[config.mk]
export PLATFORM = sky130hd
export DESIGN_NAME = agc_timepulse_gen
export DESIGN_NICKNAME = d
export VERILOG_FILES = /design/src/rtl/agc_timing_pkg.sv /design/src/rtl/agc_tp_counter.sv /design/src/rtl/agc_timepulse_gen.sv
export SDC_FILE = /design/constraint.sdc
export NUM_CORES = 1
export LEC_CHECK = 0
export CORE_MARGIN = 3
export CORE_UTILIZATION = 41
export DETAILED_ROUTE_END_ITERATION = 8
export HOLD_SLACK_MARGIN = 0.12
export PLACE_DENSITY = 0.74
export SYNTH_ARGS = -nofsm -noshare
export SYNTH_HDL_FRONTEND = slang
export SYNTH_SLANG_ARGS = --single-unit
[constraint.sdc]
create_clock -name clk -period 1.6 [get_ports clk]
set_clock_uncertainty 0.2 [all_clocks]
set_input_delay 0.32 -clock clk [delete_from_list [all_inputs] [get_ports clk]]
set_output_delay 0.32 -clock clk [all_outputs]
set_load 0.01 [all_outputs]
[src/rtl/agc_timing_pkg.sv]
// Shared timing definitions for the AGC time-pulse generator.
//   agc_state_e : sequencer state (IDLE, RUN, STEP, ACK)
//   AGC_TICKS_PER_T / AGC_NUM_T : default tick and pulse counts
//   agc_idx_w() : width of an index that selects one of n one-hot positions
package agc_timing_pkg;

  typedef enum logic [1:0] {
    IDLE = 2'd0,
    RUN  = 2'd1,
    STEP = 2'd2,
    ACK  = 2'd3
  } agc_state_e;

  localparam int AGC_TICKS_PER_T = 4;
  localparam int AGC_NUM_T       = 12;

  // Never narrower than one bit, so n=1 or n=2 still gets a usable counter.
  function automatic int agc_idx_w(input int n);
    return (n <= 2) ? 1 : $clog2(n);
  endfunction

endpackage

[src/rtl/agc_tp_counter.sv]
// Nested tick / time-pulse index counter.
//   clk, rst : clock, async active-low reset
//   clr      : synchronous clear to tick=0, tidx=0 (wins over en)
//   en       : advance one tick
//   tick     : position inside the current time pulse
//   tidx     : current time pulse (0 = T01)
//   eoc      : last tick of the last pulse (end of memory cycle)
module agc_tp_counter
  import agc_timing_pkg::*;
#(
  parameter int TICKS_PER_T = AGC_TICKS_PER_T,
  parameter int NUM_T       = AGC_NUM_T,
  parameter int TW          = agc_idx_w(TICKS_PER_T),
  parameter int IW          = agc_idx_w(NUM_T)
) (
  input  logic          clk,
  input  logic          rst,
  input  logic          clr,
  input  logic          en,
  output logic [TW-1:0] tick,
  output logic [IW-1:0] tidx,
  output logic          eoc
);

  localparam logic [TW-1:0] TICK_LAST = TW'(TICKS_PER_T - 1);
  localparam logic [IW-1:0] IDX_LAST  = IW'(NUM_T - 1);

  logic tick_wrap;
  assign tick_wrap = (tick == TICK_LAST);
  assign eoc       = tick_wrap && (tidx == IDX_LAST);

  // Both counters wrap explicitly at their last legal value, so neither
  // can hold an out-of-range code even when NUM_T is not a power of two.
  always_ff @(posedge clk or negedge rst) begin
    if (!rst) begin
      tick <= '0;
      tidx <= '0;
    end else if (clr) begin
      tick <= '0;
      tidx <= '0;
    end else if (en) begin
      if (tick_wrap) begin
        tick <= '0;
        tidx <= (tidx == IDX_LAST) ? '0 : tidx + 1'b1;
      end else begin
        tick <= tick + 1'b1;
      end
    end
  end

endmodule

[src/rtl/agc_timepulse_gen.sv]
// AGC memory-cycle time-pulse generator.
//   clk, rst : master clock, async active-low reset
//   run      : level, free-run memory cycles (sampled only at cycle end)
//   step_req : level, request one memory cycle while stopped
//   step_ack : one-cycle pulse after a stepped cycle completes
//   t_pulse  : one-hot T01..T12 (bit 0 = T01), zero when stopped
//   phi1/phi2: first/second half of each time pulse, never both high
//   mct      : one-cycle pulse on the last tick of T12
//   running  : high whenever t_pulse is non-zero
module agc_timepulse_gen
  import agc_timing_pkg::*;
#(
  parameter int TICKS_PER_T = AGC_TICKS_PER_T,
  parameter int NUM_T       = AGC_NUM_T
) (
  input  logic             clk,
  input  logic             rst,
  input  logic             run,
  input  logic             step_req,
  output logic             step_ack,
  output logic [NUM_T-1:0] t_pulse,
  output logic             phi1,
  output logic             phi2,
  output logic             mct,
  output logic             running
);

  localparam int TW = agc_idx_w(TICKS_PER_T);
  localparam int IW = agc_idx_w(NUM_T);
  localparam logic [TW-1:0] TICK_HALF = TW'(TICKS_PER_T / 2);

  agc_state_e    state;
  logic [TW-1:0] tick;
  logic [IW-1:0] tidx;
  logic          eoc;
  logic          active;

  assign active = (state == RUN) || (state == STEP);

  // Counters sit at zero while stopped, so entering RUN/STEP shows T01
  // on the very next cycle; in RUN the counter's own wrap gives the
  // gapless T12 -> T01 hand-off.
  agc_tp_counter #(
    .TICKS_PER_T (TICKS_PER_T),
    .NUM_T       (NUM_T),
    .TW          (TW),
    .IW          (IW)
  ) u_cnt (
    .clk  (clk),
    .rst  (rst),
    .clr  (!active),
    .en   (active),
    .tick (tick),
    .tidx (tidx),
    .eoc  (eoc)
  );

  always_ff @(posedge clk or negedge rst) begin
    if (!rst) begin
      state <= IDLE;
    end else begin
      case (state)
        IDLE: begin
          if (run)           state <= RUN;
          else if (step_req) state <= STEP;
        end
        RUN:  if (eoc && !run) state <= IDLE;
        STEP: if (eoc)         state <= ACK;
        ACK:  state <= IDLE;
        default: state <= IDLE;
      endcase
    end
  end

  // Outputs decode straight from registered state, so an async reset
  // clears them immediately with no partial pulse.
  assign t_pulse  = active ? (NUM_T'(1) << tidx) : '0;
  assign phi1     = active && (tick < TICK_HALF);
  assign phi2     = active && (tick >= TICK_HALF);
  assign mct      = active && eoc;
  assign running  = active;
  assign step_ack = (state == ACK);

endmodule

**Run 1: M3 wires**

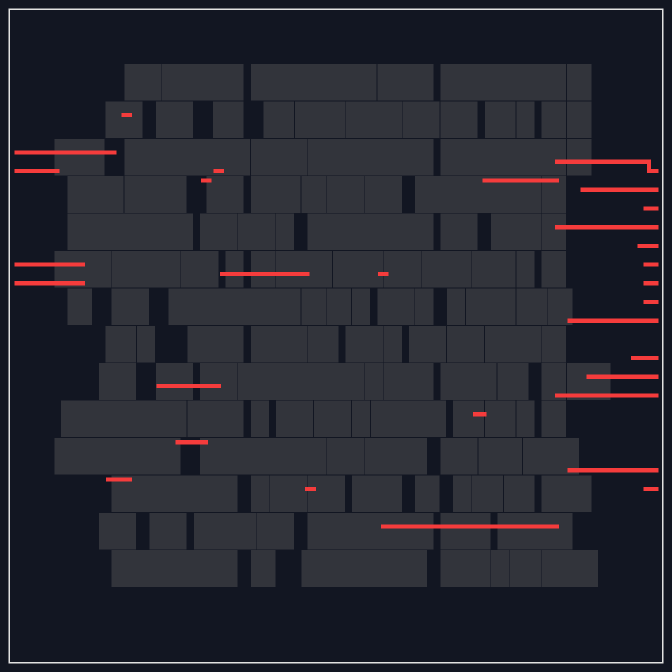
- wire length on this layer: 106 µm
- main direction: horizontal
- longest straight run: 12.6 µm
- share of all routed wire: 4.6%
- nets with wire on the layer: 24

**Run 1: the metal 2 layer**

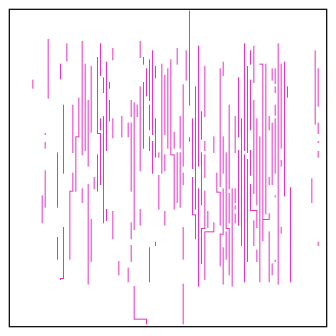
- main direction: vertical
- longest straight run: 36.0 µm
- nets with wire on the layer: 119
- share of all routed wire: 48%
- wire length on this layer: 1,120 µm
vias post-DR: 746
met2 GRT Util: 34.0%

**Run 1: track usage over the die**

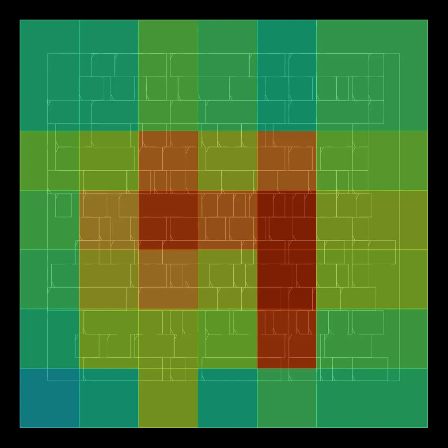
GRT Total Usage: 19.5%
post-DR wirelength/cell: 16.1 µm

**Run 1: where the registers sit**

The bar under the picture is 10 µm long. Other sequential cells in the stronger gray, the rest of the logic in the fainter gray.
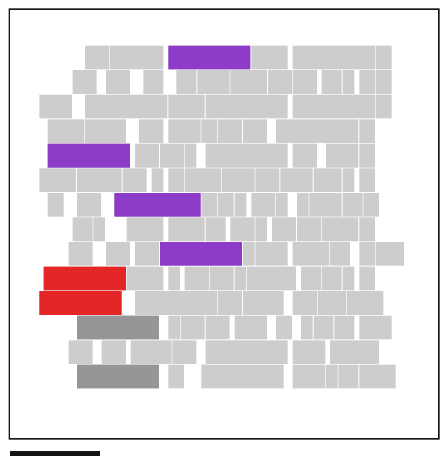
- u_cnt.tick: red (placed flops 2)
- u_cnt.tidx: purple (placed flops 4)
- not colored: 2
final core utilization: 82.6%
register area: 201 µm²

==> impl_metrics.csv <==
group,metric,value,unit
run_status,outcome,"finished, violations left",
run_status,violations,"negative setup slack",
clock_tree,cts_sinks,8,
grt,grtUsageMet3,2.26,%
sta,tns,-4950,ps
grt,grt_pass1_wl,3060,µm
worst_setup_path,path_buffers,2,
synthesis,synthTopCellsByArea,"dfrtp_1 28%, ha_1 23%, nand2_1 5.9%",
min_path,hp-class,"in2async",
clock_tree,insertion_delay,260,ps
worst_setup_path,slowest_delay,350,ps
worst_setup_path,required,1080,ps
layout,area_dominant_class,"combinational gates",
worst_setup_path,r2r_cells,5,
clock_tree,clkTransAtPathRegs,60,ps
synthesis,top_cell,"ha_1",
layout,mostFrequentLayoutCells,"22 x buf_4, 14 x buf_2, 10 x buf_6",
grt,grt_overflow,0,
power,pg_clk,0.154,mW
power,seq_power_share,15.1,%
worst_setup_path,cpLargestDelayFamily,"flip-flops",
detailed_routing,drt-total-wl,2320,µm
worst_setup_path,cp_data_arrival_time,1410,ps
clock_tree,postCtsHoldBufs,0,
clock_tree,cts_tree,"built",
layout,clock_buffers,3,
placement,dp_cells,128,
grt,antenna_found_initial,0,
synthesis,synth_area_leader_cell,"dfrtp_1",
power,powerComb,1.71,mW
floorplan,fp-row-count,14,
power,power,2.20,mW
floorplan,die_h,47.4,µm
synthesis,mux_area_share,5.69,%
worst_setup_path,end_kind,"output port",
sta,whs,145,ps
layout,comb_share,49.4,%
sta,final_hold_viol_count,0,
synthesis,synth_area,703,µm²
power,cellPowerDensity,1710,nW/µm²
layout,diodes,0,
synthesis,yosys_warnings,0,
power,clock_power_share,7.0,%
grt,grt.busiest_layer,"met2",
layout,instances_no_fill,144,
sta,finalSetupViolCount,19,
flow_run,warnings,38,
clock_tree,cts_setup_buffers,9,
sta,setup_ws,-331,ps
synthesis,top_cell_area_share,28.5,%
synthesis,syn_area_per_cell,8.79,µm²
grt,grt_max_degree,9,
synthesis,numSynthFlops,8,
clock_tree,htree_levels,1,
flow_run,maxCapViolations,0,
layout,clock_area_share,1.75,%
synthesis,top_cells_by_count,"13 x ha_1, 11 x nand2_1, 8 x dfrtp_1, 8 x nor2_1, 6 x inv_1",
layout,num-fill-cells,87,
grt,met1_usage,22.8,%
synthesis,yosys_cells,80,
detailed_routing,wl_met2,1120,µm
layout,lay_top_count,"buf_4",
detailed_routing,wl_met3,105,µm
worst_setup_path,endpoint,"t_pulse[4]",
layout,area_delta_synth_final,83.1,%
detailed_routing,ant_nets,0,
sta,fin_crit_sh,121,%
detailed_routing,first_iter_violations,10,
layout,largest_reg_flops,4,
layout,inverters,6,
sta,max-slew-margin-rel,74.4,%
layout,drive_gt1_share,60.9,%
worst_setup_path,cp_slowest_cell,"dfrtp_1",
power,pg_seq,0.332,mW
floorplan,taps,16,
floorplan,ios,21,
Power is estimated from default activity; no workload was simulated.
